class_map.png
Fill, decap, tap and diode cells in gray.
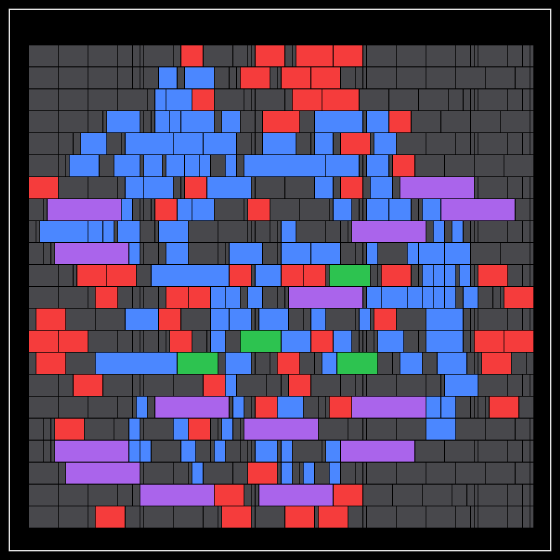
clock_nets.png
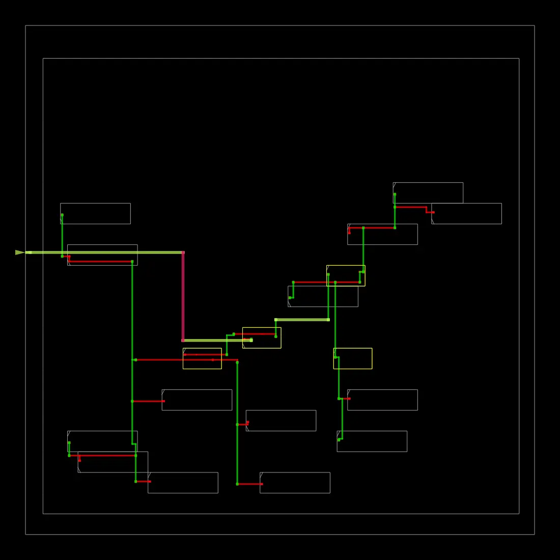
## src/rtl/wrr_arbiter_4.sv

```systemverilog
// Four-port weighted round-robin arbiter: the owner holds the grant for up to
// weight[owner] accepted beats, then priority rotates past it with no idle cycle.
module wrr_arbiter_4 #(
  parameter int WW = 4
) (
  input  logic            clk,
  input  logic            rst_n,
  input  logic [3:0]      req,
  input  logic [4*WW-1:0] weight,
  input  logic            ack,
  output logic [3:0]      gnt,
  output logic [1:0]      gnt_idx,
  output logic            valid,
  output logic [WW-1:0]   credit
);

  typedef enum logic {IDLE, GRANT} state_t;

  state_t        state_q, state_d;
  logic [1:0]    ptr_q, ptr_d;
  logic [3:0]    gnt_q, gnt_d;
  logic [1:0]    gnt_idx_q, gnt_idx_d;
  logic          valid_q, valid_d;
  logic [WW-1:0] credit_q, credit_d;

  logic [3:0]    eligible;
  logic [1:0]    scan_ptr;
  logic [1:0]    win_idx;
  logic          win_found;
  logic [WW-1:0] win_weight;
  logic          release_now;

  // A zero weight disables a port even while it requests.
  for (genvar gi = 0; gi < 4; gi++) begin : g_elig
    assign eligible[gi] = req[gi] && (weight[gi*WW +: WW] != '0);
  end

  // On release the scan starts just past the current owner, so the owner is
  // considered last and only wins again when nobody else is eligible.
  assign release_now = (state_q == GRANT) &&
                       (!req[gnt_idx_q] || (ack && (credit_q == WW'(1))));
  assign scan_ptr    = (state_q == GRANT) ? (gnt_idx_q + 2'd1) : ptr_q;

  always_comb begin
    logic [1:0] idx;
    win_found = 1'b0;
    win_idx   = scan_ptr;
    idx       = scan_ptr;
    for (int k = 0; k < 4; k++) begin
      idx = scan_ptr + 2'(k);
      if (!win_found && eligible[idx]) begin
        win_found = 1'b1;
        win_idx   = idx;
      end
    end
  end

  assign win_weight = weight[win_idx*WW +: WW];

  always_comb begin
    state_d   = state_q;
    ptr_d     = ptr_q;
    gnt_d     = gnt_q;
    gnt_idx_d = gnt_idx_q;
    valid_d   = valid_q;
    credit_d  = credit_q;
    case (state_q)
      IDLE: begin
        if (win_found) begin
          state_d   = GRANT;
          gnt_d     = 4'b0001 << win_idx;
          gnt_idx_d = win_idx;
          valid_d   = 1'b1;
          credit_d  = win_weight;
        end
      end
      GRANT: begin
        if (release_now) begin
          ptr_d = gnt_idx_q + 2'd1;
          if (win_found) begin
            gnt_d     = 4'b0001 << win_idx;
            gnt_idx_d = win_idx;
            valid_d   = 1'b1;
            credit_d  = win_weight;
          end else begin
            state_d   = IDLE;
            gnt_d     = '0;
            gnt_idx_d = '0;
            valid_d   = 1'b0;
            credit_d  = '0;
          end
        end else if (ack && (credit_q > WW'(1))) begin
          credit_d = credit_q - WW'(1);
        end
      end
      default: state_d = IDLE;
    endcase
  end

  always_ff @(posedge clk or negedge rst_n) begin
    if (!rst_n) begin
      state_q   <= IDLE;
      ptr_q     <= '0;
      gnt_q     <= '0;
      gnt_idx_q <= '0;
      valid_q   <= 1'b0;
      credit_q  <= '0;
    end else begin
      state_q   <= state_d;
      ptr_q     <= ptr_d;
      gnt_q     <= gnt_d;
      gnt_idx_q <= gnt_idx_d;
      valid_q   <= valid_d;
      credit_q  <= credit_d;
    end
  end

  assign gnt     = gnt_q;
  assign gnt_idx = gnt_idx_q;
  assign valid   = valid_q;
  assign credit  = credit_q;

endmodule
```

## config.mk

```make
export PLATFORM = sky130hd
export DESIGN_NAME = wrr_arbiter_4
export DESIGN_NICKNAME = d
export VERILOG_FILES = /design/src/rtl/wrr_arbiter_4.sv
export SDC_FILE = /design/constraint.sdc
export NUM_CORES = 1
export LEC_CHECK = 0
export ABC_CLOCK_PERIOD_IN_PS = 2600
export CORE_MARGIN = 2
export CORE_UTILIZATION = 30
export CTS_CLUSTER_DIAMETER = 30
export DETAILED_ROUTE_END_ITERATION = 16
export PLACE_DENSITY = 0.57
export SLEW_MARGIN = 20
export SYNTH_ARGS = -nofsm -noshare
export SYNTH_HDL_FRONTEND = slang
export SYNTH_SLANG_ARGS = --single-unit
export TNS_END_PERCENT = 20
```

## constraint.sdc

```tcl
create_clock -name clk -period 2.6 [get_ports clk]
set_input_delay 0.52 -clock clk [delete_from_list [all_inputs] [get_ports clk]]
set_output_delay 0.52 -clock clk [all_outputs]
set_load 0.01 [all_outputs]
```

==> GITHUB_STEP_SUMMARY <==
### Flow metrics

| Metric | Value |
|---|---|
| Peak supply drop | ~460 uV |
| Tool Warnings | 27 |
| Mapped cell area | 0.00119 sq mm |
| Pwr Total | ~1900 uW |
| Setup ws final | 0.0932 ns |
| Metal2 WL | 1.81 mm |
| GRT overflow | 0 |
| Fillers | around 380 |
| Vias | about 1300 |
| Initial antenna violation count | 0 |
| Synth async-reset ratio | 100% |
| CTS tree | done |
| Final non-filler cell total | 235 |
| Dpl cell area | 0.00174 sq mm |
| Seq cells | 14 |
| Lkg Pwr | 0.000769 uW |
| Crit-path slowest cell | o41a_1 |
| Register area | between 300 and 400 sq um |
| Yosys reg bits | 14 |
| Syn_nets | approximately 150 |
| Top Layer Used | met4 |
| Critical path class | input pin to flop |
| Status | finished, final reports clean |
| Pre-antenna DRT Iters | 4 |
| Port bufs | 33 |
About class_map.png:
Key: purple = registers [cells 14, share of their area 20%]; blue = remaining logic cells [cells 112, share of their area 47%]; green = clock drivers and dummy loads [cells 4, share of their area 3.1%]; red = remaining buffers and delay cells [cells 57, share of their area 30%]
Core ar.: 0.00374 sq mm
final instance area: 0.00182 sq mm

About clock_nets.png:
P_clk: 217 uW
Num Clock Sinks: 14
skew final: 0.00425 ns

## where the power goes
| part | leakage (uW) | total [uW] | internal, uW | switching, uW |
|---|---|---|---|---|
| combinational | 0.000574 | 1220 | 632 | 587 |
| sequential | 0.000167 | 423 | 317 | 106 |
| clock | 0.0000288 | 217 | 134 | 82.3 |
| total | 0.000769 | 1860 | 1080 | 775 |
## layout by cell type (no fill, tap or decap), types with 2 or more instances in the layout
| cell type | netlist | layout |
|---|---|---|
| a2111o_1 | 2 | 2 |
| a21boi_0 | 5 | 5 |
| a21oi_1 | 4 | 4 |
| a221o_1 | 2 | 2 |
| a31oi_1 | 3 | 3 |
| a32oi_1 | 2 | 2 |
| and3_1 | 3 | 3 |
| buf_4 | 0 | 24 |
| clkbuf_8 | 0 | 4 |
| clkdlybuf4s50_1 | 0 | 30 |
| dfrtp_1 | 14 | 14 |
| dlymetal6s2s_1 | 0 | 3 |
| ha_1 | 2 | 2 |
| inv_1 | 5 | 5 |
| mux2i_1 | 3 | 3 |
| nand2_1 | 16 | 16 |
| nand2b_1 | 2 | 2 |
| nand3_1 | 5 | 5 |
| nand3b_1 | 2 | 2 |
| nor2_1 | 12 | 11 |
| nor3_2 | 0 | 2 |
| o211ai_1 | 3 | 3 |
| o21ai_0 | 5 | 5 |
| o21ai_1 | 4 | 4 |
| o41a_1 | 4 | 4 |
| o41ai_4 | 2 | 2 |
## cell families after synthesis
group                    after synthesis  share of synthesized area, %
adder cells (fa/ha/maj)                2                          2.11
multiplexers                           4                          4.75
AND-OR/OR-AND                         48                          36.3
AND/OR/NAND/NOR                       51                          21.8
flip-flops                            14                          29.5
XOR/XNOR                               2                          2.11
buffers and inverters                  8                          3.38
No activity file was given, so power comes from the tool's default toggle rates.
